### config.mk
export PLATFORM = sky130hd
export DESIGN_NAME = instr_encoder_flat
export DESIGN_NICKNAME = d
export VERILOG_FILES = /design/src/rtl/instr_encoder_pkg.sv /design/src/rtl/instr_encoder_if.sv /design/src/rtl/instr_pack.sv /design/src/rtl/instr_encoder.sv /design/src/flat_wrapper.sv
export SDC_FILE = /design/constraint.sdc
export NUM_CORES = 1
export LEC_CHECK = 0
export ABC_CLOCK_PERIOD_IN_PS = 7980
export CELL_PAD_IN_SITES_DETAIL_PLACEMENT = 1
export CELL_PAD_IN_SITES_GLOBAL_PLACEMENT = 2
export CORE_MARGIN = 1.5
export CORE_UTILIZATION = 30
export DETAILED_ROUTE_END_ITERATION = 8
export PLACE_DENSITY = 0.94
export SYNTH_ARGS = -nofsm -noshare
export SYNTH_HDL_FRONTEND = slang
export SYNTH_SLANG_ARGS = --single-unit
### constraint.sdc
create_clock -name i_clk -period 7.98 [get_ports i_clk]
set_clock_uncertainty 0.05 [all_clocks]
set_input_delay 0.798 -clock i_clk [delete_from_list [all_inputs] [get_ports i_clk]]
set_output_delay 0.798 -clock i_clk [all_outputs]
set_load 0.02 [all_outputs]
### src/rtl/instr_encoder_pkg.sv
// Shared encoder constants: format codes, opcodes and the range helper.
// Imported by the pack sub-module and the streaming top.
package instr_encoder_pkg;

   localparam logic [2:0] FMT_R   = 3'd0;
   localparam logic [2:0] FMT_I   = 3'd1;
   localparam logic [2:0] FMT_S   = 3'd2;
   localparam logic [2:0] FMT_B   = 3'd3;
   localparam logic [2:0] FMT_U   = 3'd4;
   localparam logic [2:0] FMT_J   = 3'd5;
   localparam logic [2:0] FMT_LI  = 3'd6;
   localparam logic [2:0] FMT_ILL = 3'd7;

   localparam logic [6:0] OPC_LUI   = 7'h37;
   localparam logic [6:0] OPC_OPIMM = 7'h13;
   localparam logic [31:0] INSTR_NOP = 32'h0000_0013;

   typedef struct packed {
      logic [4:0]  rd;
      logic [11:0] lo;
   } liTail_t;

   function automatic logic fitsSigned(input logic [31:0] v,
                                       input int bits);
      int lim;
      lim = 1 << (bits - 1);
      return ($signed(v) >= -lim) && ($signed(v) < lim);
   endfunction

endpackage

### src/rtl/instr_encoder_if.sv
// Request and instruction-stream handshake bundle of the encoder.
// master drives requests and output ready; slave is the encoder.
interface instr_encoder_if;

   logic        i_ReqValid;
   logic        o_ReqReady;
   logic [2:0]  i_Format;
   logic [6:0]  i_Opcode;
   logic [4:0]  i_Rd;
   logic [4:0]  i_Rs1;
   logic [4:0]  i_Rs2;
   logic [2:0]  i_Funct3;
   logic [6:0]  i_Funct7;
   logic [31:0] i_Imm;
   logic        o_InstrValid;
   logic        i_InstrReady;
   logic [31:0] o_Instruction;
   logic        o_Last;
   logic        o_ImmError;

   modport master (
      output i_ReqValid, i_Format, i_Opcode,
      output i_Rd, i_Rs1, i_Rs2,
      output i_Funct3, i_Funct7, i_Imm,
      output i_InstrReady,
      input  o_ReqReady, o_InstrValid,
      input  o_Instruction, o_Last, o_ImmError
   );

   modport slave (
      input  i_ReqValid, i_Format, i_Opcode,
      input  i_Rd, i_Rs1, i_Rs2,
      input  i_Funct3, i_Funct7, i_Imm,
      input  i_InstrReady,
      output o_ReqReady, o_InstrValid,
      output o_Instruction, o_Last, o_ImmError
   );

endinterface

### src/rtl/instr_pack.sv
// Combinational RV32I packer: scatters immediate bits per format
// and flags immediates that the format cannot represent.
module instr_pack
   import instr_encoder_pkg::*;
(
   input  logic [2:0]  fmt,
   input  logic [6:0]  opcode,
   input  logic [4:0]  rd,
   input  logic [4:0]  rs1,
   input  logic [4:0]  rs2,
   input  logic [2:0]  funct3,
   input  logic [6:0]  funct7,
   input  logic [31:0] imm,
   output logic [31:0] word,
   output logic        err
);

   always_comb begin
      word = INSTR_NOP;
      err  = 1'b0;
      unique case (fmt)
         FMT_R: word = {funct7, rs2, rs1, funct3, rd, opcode};
         FMT_I: begin
            word = {imm[11:0], rs1, funct3, rd, opcode};
            err  = !fitsSigned(imm, 12);
         end
         FMT_S: begin
            word = {imm[11:5], rs2, rs1, funct3, imm[4:0], opcode};
            err  = !fitsSigned(imm, 12);
         end
         FMT_B: begin
            word = {imm[12], imm[10:5], rs2, rs1, funct3,
                    imm[4:1], imm[11], opcode};
            err  = !fitsSigned(imm, 13) || imm[0];
         end
         FMT_U: begin
            word = {imm[31:12], rd, opcode};
            err  = |imm[11:0];
         end
         FMT_J: begin
            word = {imm[20], imm[10:1], imm[11], imm[19:12], rd, opcode};
            err  = !fitsSigned(imm, 21) || imm[0];
         end
         default: begin
            word = INSTR_NOP;
            err  = 1'b1;
         end
      endcase
   end

endmodule

### src/rtl/instr_encoder.sv
// Streaming RV32I encoder with LI expansion into LUI/ADDI.
// One packer serves both the request word and the trailing ADDI.
module instr_encoder
   import instr_encoder_pkg::*;
#(
   parameter int WORD_SIZE = 32
) (
   input logic            i_clk,
   input logic            i_rst_n,
   instr_encoder_if.slave bus
);

   localparam logic [1:0] IDLE  = 2'd0;
   localparam logic [1:0] EMIT1 = 2'd1;
   localparam logic [1:0] EMIT2 = 2'd2;

   logic [1:0]           state;
   liTail_t              tail;
   logic                 validQ;
   logic                 lastQ;
   logic                 errQ;
   logic [WORD_SIZE-1:0] instrQ;

   logic [2:0]  pFmt;
   logic [6:0]  pOp;
   logic [4:0]  pRd;
   logic [4:0]  pRs1;
   logic [4:0]  pRs2;
   logic [2:0]  pF3;
   logic [6:0]  pF7;
   logic [31:0] pImm;
   logic [31:0] pWord;
   logic        pErr;
   logic        firstLast;
   logic [31:0] liHi;
   logic        fire;

   assign liHi = bus.i_Imm + 32'h0000_0800;
   assign fire = validQ && bus.i_InstrReady;

   // Outside IDLE the packer only ever builds the LI tail ADDI.
   always_comb begin
      pFmt      = bus.i_Format;
      pOp       = bus.i_Opcode;
      pRd       = bus.i_Rd;
      pRs1      = bus.i_Rs1;
      pRs2      = bus.i_Rs2;
      pF3       = bus.i_Funct3;
      pF7       = bus.i_Funct7;
      pImm      = bus.i_Imm;
      firstLast = 1'b1;
      if (state != IDLE) begin
         pFmt = FMT_I;
         pOp  = OPC_OPIMM;
         pRd  = tail.rd;
         pRs1 = tail.rd;
         pF3  = 3'd0;
         pImm = {{20{tail.lo[11]}}, tail.lo};
      end else if (bus.i_Format == FMT_LI) begin
         if (fitsSigned(bus.i_Imm, 12)) begin
            pFmt = FMT_I;
            pOp  = OPC_OPIMM;
            pRs1 = 5'd0;
            pF3  = 3'd0;
         end else if (bus.i_Imm[11:0] == 12'd0) begin
            pFmt = FMT_U;
            pOp  = OPC_LUI;
         end else begin
            pFmt      = FMT_U;
            pOp       = OPC_LUI;
            pImm      = {liHi[31:12], 12'd0};
            firstLast = 1'b0;
         end
      end
   end

   instr_pack u_pack (
      .fmt    (pFmt),
      .opcode (pOp),
      .rd     (pRd),
      .rs1    (pRs1),
      .rs2    (pRs2),
      .funct3 (pF3),
      .funct7 (pF7),
      .imm    (pImm),
      .word   (pWord),
      .err    (pErr)
   );

   always_ff @(posedge i_clk or negedge i_rst_n) begin
      if (!i_rst_n) begin
         state  <= IDLE;
         tail   <= '0;
         validQ <= 1'b0;
         lastQ  <= 1'b0;
         errQ   <= 1'b0;
         instrQ <= '0;
      end else begin
         unique case (state)
            IDLE: if (bus.i_ReqValid) begin
               state  <= EMIT1;
               validQ <= 1'b1;
               instrQ <= pWord;
               lastQ  <= firstLast;
               errQ   <= pErr;
               tail   <= '{rd: bus.i_Rd, lo: bus.i_Imm[11:0]};
            end
            EMIT1: if (fire) begin
               if (lastQ) begin
                  state  <= IDLE;
                  validQ <= 1'b0;
               end else begin
                  state  <= EMIT2;
                  instrQ <= pWord;
                  lastQ  <= 1'b1;
                  errQ   <= pErr;
               end
            end
            EMIT2: if (fire) begin
               state  <= IDLE;
               validQ <= 1'b0;
            end
            default: begin
               state  <= IDLE;
               validQ <= 1'b0;
            end
         endcase
      end
   end

   assign bus.o_ReqReady    = (state == IDLE);
   assign bus.o_InstrValid  = validQ;
   assign bus.o_Instruction = instrQ;
   assign bus.o_Last        = lastQ;
   assign bus.o_ImmError    = errQ;

endmodule

### src/flat_wrapper.sv
// flat-port wrapper written by rule: the top's interface ports become plain ports
module instr_encoder_flat import instr_encoder_pkg::*;
#(
   parameter int WORD_SIZE = 32
)
  (i_clk, i_rst_n, bus_i_ReqValid, bus_i_Format, bus_i_Opcode, bus_i_Rd, bus_i_Rs1, bus_i_Rs2, bus_i_Funct3, bus_i_Funct7, bus_i_Imm, bus_i_InstrReady, bus_o_ReqReady, bus_o_InstrValid, bus_o_Instruction, bus_o_Last, bus_o_ImmError);
  instr_encoder_if bus_i ();
  input logic i_clk;
  input logic i_rst_n;
  input wire logic [$bits(bus_i.i_ReqValid)-1:0] bus_i_ReqValid;
  input wire logic [$bits(bus_i.i_Format)-1:0] bus_i_Format;
  input wire logic [$bits(bus_i.i_Opcode)-1:0] bus_i_Opcode;
  input wire logic [$bits(bus_i.i_Rd)-1:0] bus_i_Rd;
  input wire logic [$bits(bus_i.i_Rs1)-1:0] bus_i_Rs1;
  input wire logic [$bits(bus_i.i_Rs2)-1:0] bus_i_Rs2;
  input wire logic [$bits(bus_i.i_Funct3)-1:0] bus_i_Funct3;
  input wire logic [$bits(bus_i.i_Funct7)-1:0] bus_i_Funct7;
  input wire logic [$bits(bus_i.i_Imm)-1:0] bus_i_Imm;
  input wire logic [$bits(bus_i.i_InstrReady)-1:0] bus_i_InstrReady;
  output wire logic [$bits(bus_i.o_ReqReady)-1:0] bus_o_ReqReady;
  output wire logic [$bits(bus_i.o_InstrValid)-1:0] bus_o_InstrValid;
  output wire logic [$bits(bus_i.o_Instruction)-1:0] bus_o_Instruction;
  output wire logic [$bits(bus_i.o_Last)-1:0] bus_o_Last;
  output wire logic [$bits(bus_i.o_ImmError)-1:0] bus_o_ImmError;
  assign bus_i.i_ReqValid = bus_i_ReqValid;
  assign bus_i.i_Format = bus_i_Format;
  assign bus_i.i_Opcode = bus_i_Opcode;
  assign bus_i.i_Rd = bus_i_Rd;
  assign bus_i.i_Rs1 = bus_i_Rs1;
  assign bus_i.i_Rs2 = bus_i_Rs2;
  assign bus_i.i_Funct3 = bus_i_Funct3;
  assign bus_i.i_Funct7 = bus_i_Funct7;
  assign bus_i.i_Imm = bus_i_Imm;
  assign bus_i.i_InstrReady = bus_i_InstrReady;
  assign bus_o_ReqReady = bus_i.o_ReqReady;
  assign bus_o_InstrValid = bus_i.o_InstrValid;
  assign bus_o_Instruction = bus_i.o_Instruction;
  assign bus_o_Last = bus_i.o_Last;
  assign bus_o_ImmError = bus_i.o_ImmError;
  instr_encoder #(.WORD_SIZE(WORD_SIZE)) u_core (.i_clk(i_clk), .i_rst_n(i_rst_n), .bus(bus_i));
endmodule
### Wiring heat map, run 1

Bar = 20 um. 23 x 23 tiles, from black (low) to pale yellow (high), scaled to the fullest tile. Values are wire area over tile area, all layers added.
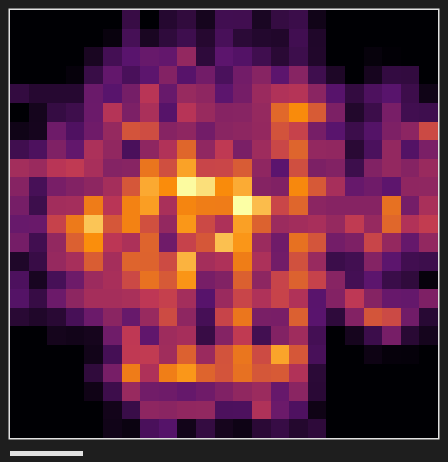
densest ninth of the die: middle
fullest tile: 0.56
emptiest ninth of the die: bottom right
nearly empty tiles: 18%
mean over tiles: 0.17
tiles over half the peak: 20%

### Metal 2, run 1

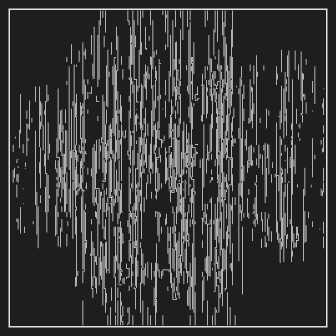
nets with wire on the layer: 556
share of all routed wire: 49%
main direction: vertical
longest straight run: 43.5 um
wire length on this layer: 7100 um

### Routing congestion, run 1

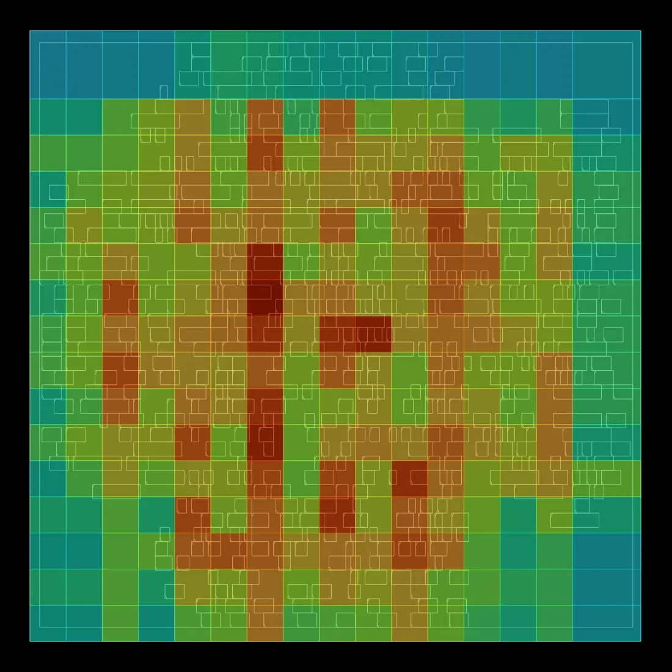
overall routing resource usage: 21.3%
final cell utilization of the core: 41.1%

### Signal wires on met1, run 1

Bar = 20 um.
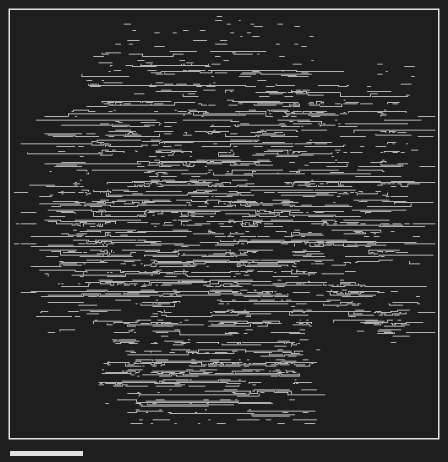
wire length on this layer: 6420 um
nets with wire on the layer: 542
longest straight run: 42.8 um
main direction: horizontal
share of all routed wire: 44%
overall routed net length: 14.5 mm
met1 GRT Util: 27.6%

==> notes.md, run 1 <==
- finished, final reports clean — run status
- register — Critical Path Sink Type
- 0 — number of antenna diodes
- 0 — Max-cap violations
- sky130_fd_sc_hd__clkdlybuf4s50_1 — leading cell type in the layout, fill and taps excluded
- 3.74% — GRT met3 Usage
- 0.893 — Final Wtd Congestion
- 229 MHz — Achievable Freq
- 721 — final standard cell count with taps included and fillers excluded
- 38.1% — M2 GR Usage
- 55 — maximum number of pins on one net before global-route repair
- 41 — number of core rows
- 531 — Syn Nets
- 107 — number of primary I/O pins
- 12 — maximum fanout along the worst path
- 1522 — tally of filler cells in the layout
- reg2reg — Min-Delay Path Class
- in2reg — critical path type
- 22.3 mm — wire length of the first global-routing pass
- 5 — clock buffer count from CTS
- 0 — Max Transition Viols Final
- 106 — Port Buffer Count
- 0 — number of setup violations in the final report
- bus_i_Format[2] — launch point of the critical path
- 4.48 ns — arrival time of the worst setup path
- 0 — number of flops mapped to enable cells by yosys
- 9.47% — share of post-route cells with drive strength above 1
- 8.09 ns — critical path data required time
- 117 um — Die H
- 54.7% — fin crit share
- 34.9% — proportion of netlist area held by the largest area contributor
- sky130_fd_sc_hd__dfrtp_1 — Yosys top cell by area
- 713 — cell total after placement
- 30.6% — core utilization at floorplan
- 124 uV — peak ir drop on the vdd network
- sky130_fd_sc_hd__nand2_1 (75), sky130_fd_sc_hd__dfrtp_1 (54), sky130_fd_sc_hd__o21ai_0 (40) — top post-synthesis cells by count
- 0.00387 mm2 — area of the mapped netlist
- 331 mW/mm2 — Pwr Density
- 8.43 um2 — average footprint of a synthesized cell
- 54 — Synthesized registers
- met2 — most heavily used metal layer in global routing
- done — TritonCTS clock tree
- 5.67 — routed via count divided by cell count
[run 1: cell type report]
class	instances	area [um2]	area share (%)
clock buffers	6	129	2.48
clock inverters	2	37.5	0.723
inverters	4	15.0	0.289
multi-input cells	373	2360	45.4
flip-flops and latches	54	1350	26.0
well taps	172	215	4.14
repair buffers	110	1090	20.9
[run 1: final timing paths]
check,to,slack [ns],cells past startpoint
worst max-delay path,u_core.bus.o_ImmError,3.62,10
worst min-delay path,u_core.bus.o_Instruction[0],0.43,2
worst max register to register,u_core.bus.o_ImmError,4.43,10
worst min register to register,u_core.bus.o_Instruction[0],0.43,2
max in group asynchronous,u_core.tail[7],6.82,2
min in group asynchronous,u_core.bus.o_Instruction[2],0.58,2
[run 1: registers in the layout (all words and copies together) (netlist names)]
| register | flops |
|---|---|
| u_core.bus.o_InstrValid | 1 |
| u_core.state | 2 |
| u_core.bus.o_ImmError | 1 |
| u_core.bus.o_Instruction | 32 |
| u_core.tail | 17 |
| u_core.bus.o_Last | 1 |
[run 1: where the power goes]
group / internal [mW] / switching [mW] / total [mW]
Sequential: 0.400 / 0.0858 / 0.485
Combinational: 0.416 / 0.563 / 0.979
Clock: 0.149 / 0.106 / 0.255
[run 1: stage by stage]
| step | hold WS, ns | cell area, um2 | setup WS (ns) | power [mW] | util, % |
|---|---|---|---|---|---|
| 6_report | 0.431 | 5190 | 3.62 | 1.72 | 41.1 |
| 5_1_grt | 0.455 | 5190 | 3.32 | 1.83 | 41.1 |
| 4_1_cts | 0.437 | 5190 | 3.69 | 1.72 | 41.1 |
| 3_5_place_dp | 0.421 | 5030 | 3.39 | 1.47 | 39.8 |
| 3_3_place_gp | 0.398 | 5030 | 3.33 | 1.44 | 39.8 |
| 2_1_floorplan | 0.431 | 3870 | 4.67 | 1.07 | - |
[run 1: kinds of logic after synthesis]
group | share of synthesized area (%)
flops | 34.9
simple gates | 27.9
fa+ha+maj | 0.323
buf+inv | 4.08
compound gates | 23.7
mux | 6.57
xor+xnor | 2.49
[run 1: routing by layer]
layer / part of all wire [%] / wire length (um)
met4: 0.96 / 139
met3: 5.7 / 832
met2: 49 / 7100
met1: 44 / 6420
met5: 0 / 0
[run 1: critical path: stages]
cell and delay, ns:
sky130_fd_sc_hd__clkdlybuf4s50_1 0.73, sky130_fd_sc_hd__nand3b_1 0.37, sky130_fd_sc_hd__nor4b_1 0.71, sky130_fd_sc_hd__a31oi_1 0.15, sky130_fd_sc_hd__o21ai_0 0.48, sky130_fd_sc_hd__nand2_1 0.09
sky130_fd_sc_hd__nand4b_1 0.24, sky130_fd_sc_hd__or3_1 0.44, sky130_fd_sc_hd__nor4_1 0.31, sky130_fd_sc_hd__o32ai_1 0.15
==> run 2, diff against run 1 <==
--- a/config.mk
+++ b/config.mk
@@ -5,13 +5,13 @@
 export SDC_FILE = /design/constraint.sdc
 export NUM_CORES = 1
 export LEC_CHECK = 0
-export ABC_CLOCK_PERIOD_IN_PS = 7980
+export ABC_CLOCK_PERIOD_IN_PS = 3900
 export CELL_PAD_IN_SITES_DETAIL_PLACEMENT = 1
 export CELL_PAD_IN_SITES_GLOBAL_PLACEMENT = 2
 export CORE_MARGIN = 1.5
-export CORE_UTILIZATION = 30
+export CORE_UTILIZATION = 25
 export DETAILED_ROUTE_END_ITERATION = 8
-export PLACE_DENSITY = 0.94
+export PLACE_DENSITY = 0.84
 export SYNTH_ARGS = -nofsm -noshare
 export SYNTH_HDL_FRONTEND = slang
 export SYNTH_SLANG_ARGS = --single-unit
==> constraint.sdc (replaced) <==
create_clock -name i_clk -period 3.9 [get_ports i_clk]
set_clock_uncertainty 0.05 [all_clocks]
set_input_delay 0.39 -clock i_clk [delete_from_list [all_inputs] [get_ports i_clk]]
set_output_delay 0.39 -clock i_clk [all_outputs]
set_load 0.02 [all_outputs]
==> run 2 against run 1 <==
Against the previous run: sequential share of layout area shrank 0.97 points; sequential power up 110%; critical path depth increased by 1; clock power is 100% higher; global-route usage decreased by 2.1 points; core utilization down 5.5 points; total power increased by 110%; highest routed layer unchanged.
==> notes.md, run 2 <==
- sky130_fd_sc_hd__clkdlybuf4s50_1 — Critical-path top delay cell
- sky130_fd_sc_hd__dfrtp_1 — Dominant Register Cell
- in2reg — critical path type
- in2async — Min-Delay Path Class
- clkdlybuf4s50_1 -> and3_1 -> nand4_1 -> nor2_2 -> o31a_1 -> o31ai_1 -> a211oi_1 -> nand4b_1 -> or3_1 -> nor4_1 -> o32ai_1 — critical-path cell list
- 13.3% — share of post-route cells with drive strength above 1, +3.8 points
- 0.0151 mm2 — core outline area
- 0 — number of setup violations in the final report, unchanged
- 753 — cell total after placement, +5.6%
- 0 — YS warnings
- 127 um — Die H, +9.3%
- 670 mW/mm2 — Pwr Density, +100%
- sky130_fd_sc_hd__nand2_1 (75), sky130_fd_sc_hd__dfrtp_1 (54), sky130_fd_sc_hd__o21ai_0 (40) — top post-synthesis cells by count
- 54 — number of clock sinks
- input port — Setup crit start kind
- 25.5% — core utilization at floorplan, -5.1 points
- 106 — Port Buffer Count, unchanged
- 45 — number of core rows, +9.8%
- 5 — clock buffer count from CTS, unchanged
- 34.9% — proportion of netlist area held by the largest area contributor, unchanged
- 0 — remaining number of nets flagged by the antenna check after routing
- 0.30 ns — clock latency on the worst-skew pair
- 107 — number of primary I/O pins, unchanged
- 14 — maximum fanout along the worst path, +2
- register — Critical Path Sink Type
- 35.6% — final cell utilization of the core, -5.5 points
- u_core.bus.o_ImmError — critical path endpoint
- 54 — Synthesized registers, unchanged
- 211 uV — peak ir drop on the vdd network, +70%
- 4.02 ns — critical path data required time, -4.07 ns
- 0.77 ns — setup slack of the most critical reg-to-reg path, -3.66 ns
- 2 — number of levels the H-tree was split into
- done — TritonCTS clock tree
- 4450 — number of global-route vias before repair
- 0 — Max Transition Viols Final, unchanged
- 8.43 um2 — average footprint of a synthesized cell, unchanged
- 0.00387 mm2 — yosys-reported design area after synthesis
- 5.53 — routed via count divided by cell count, -2.4%
- 0 ns — summed negative setup slack over all endpoints
- 0 — number of flops mapped to enable cells by yosys, unchanged
- 0.883 — Final Wtd Congestion, -1.2%
- 0.69 ns — max incr delay on CP, -0.04 ns
- 531 — Syn Nets, unchanged
- 100% — share of flip-flops with an asynchronous set or reset
- bus_i_Imm[11] — launch point of the critical path
- 0 — number of antenna diodes, unchanged
- 0.00387 mm2 — area of the mapped netlist, unchanged
- 10 — cells on worst reg2reg path, unchanged
- 24.3 mm — wire length of the first global-routing pass, +9.0%
- 0 — post-cts hold-fix buffer tally
- 0 — Max-cap violations, unchanged
- sky130_fd_sc_hd__clkdlybuf4s50_1 — leading cell type in the layout, fill and taps excluded
- 274 MHz — Achievable Freq
- sky130_fd_sc_hd__dfrtp_1 — Yosys top cell by area
- 0 — remaining global-route overflow
- 761 — final standard cell count with taps included and fillers excluded, +5.5%
- 38 — maximum number of pins on one net before global-route repair, -31%
- 0 — number of antenna violations at the first check in global routing
- 459 — number of instances in the synthesized netlist
- false — unrepaired setup endpoints after global routing
- 3.78 ns — arrival time of the worst setup path, -0.70 ns
- 127 um — floorplan die width
- sky130_fd_sc_hd__clkdlybuf4s50_1 (105), sky130_fd_sc_hd__nand2_1 (75), sky130_fd_sc_hd__dfrtp_1 (54) — commonest cells after routing, fill and taps aside
- 93.7% — fin crit share
- finished, final reports clean — run status
- u_core.bus.o_ImmError — r2r endpoint
- 32 — flip-flop count of the largest register, all copies and words added, unchanged
-- run 2: cell type report --
cell class / count / area (um2)
timing repair buffer: 134 / 1270
fill: 1780 / 9750
inverter: 4 / 15.0
clock buffer: 6 / 129
multi-input combinational: 373 / 2360
sequential: 54 / 1350
tap: 188 / 235
clock inverter: 2 / 37.5
-- run 2: how the worst min path moves through the flow --
stage,start,endpoint,cells after the start
floorplan,i_rst_n,u_core.bus.o_ImmError,0
global placement,i_rst_n,u_core.bus.o_InstrValid,1
detailed placement,i_rst_n,u_core.bus.o_InstrValid,1
CTS,i_rst_n,u_core.bus.o_InstrValid,1
global route,i_rst_n,u_core.bus.o_InstrValid,1
finish,i_rst_n,u_core.bus.o_InstrValid,1
-- run 2: layer usage --
metal  vias up  GRT usage, %  part of all wire, %
li1       1961             -                    -
met1      2128          24.5                   45
met2       108          34.0                   50
met3        14          2.68                  4.3
met4         0          4.88                  1.4
met5         -             0                    0
-- run 2: through the flow --
step | area [um2] | worst slack (ns) | hold slack (ns) | total power, mW
3_5_place_dp | 5230 | 0.0171 | 0.367 | 3.11
3_3_place_gp | 5230 | 0.167 | 0.352 | 3.04
5_1_grt | 5390 | 0.0585 | 0.0639 | 3.85
6_report | 5390 | 0.247 | 0.0336 | 3.61
4_1_cts | 5390 | 0.301 | 0.0481 | 3.63
2_1_floorplan | 3870 | 0.997 | 0.0444 | 2.19
-- run 2: critical path, delay by kind of cell --
| family | cells | cell delay, ns |
|---|---|---|
| AND/OR/NAND/NOR | 6 | 1.84 |
| buffers and inverters | 1 | 0.69 |
| AND-OR/OR-AND | 4 | 0.85 |
-- run 2: kinds of logic after synthesis --
family          synth area share [%]
mux                             6.57
xor+xnor                        2.49
compound gates                  23.7
flops                           34.9
simple gates                    27.9
buf+inv                         4.08
fa+ha+maj                      0.323
-- run 2: report_power, final --
part           internal (mW)  switching (mW)  leakage, nW
Clock                  0.304           0.211       0.0771
Sequential             0.818           0.180        0.661
Combinational          0.910            1.19         1.35
Total                   2.03            1.58         2.09
### Signal wires on met1, run 2

Bar = 50 um.
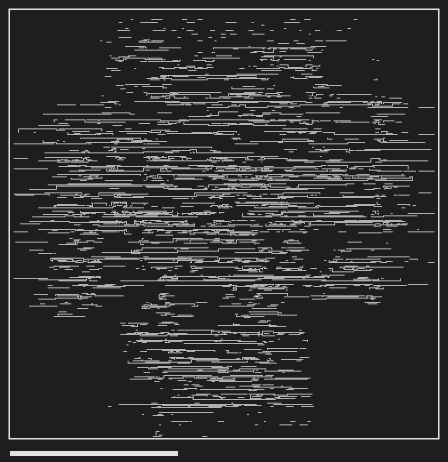
nets with wire on the layer: 591
wire length on this layer: 6900 um
longest straight run: 40.9 um
share of all routed wire: 45%

### Wiring heat map, run 2

Bar = 50 um. 25 x 25 tiles, from black (low) to pale yellow (high), scaled to the fullest tile. Values are wire area over tile area, all layers added.
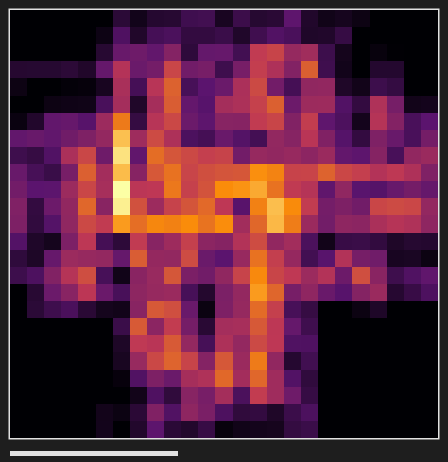
emptiest ninth of the die: bottom right
tiles over half the peak: 18%
mean over tiles: 0.15
overall routed net length: 15.4 mm
overall routing resource usage: 19.2%
WL per Instance: 20.3 um

No activity file was given, so power comes from the tool's default toggle rates.
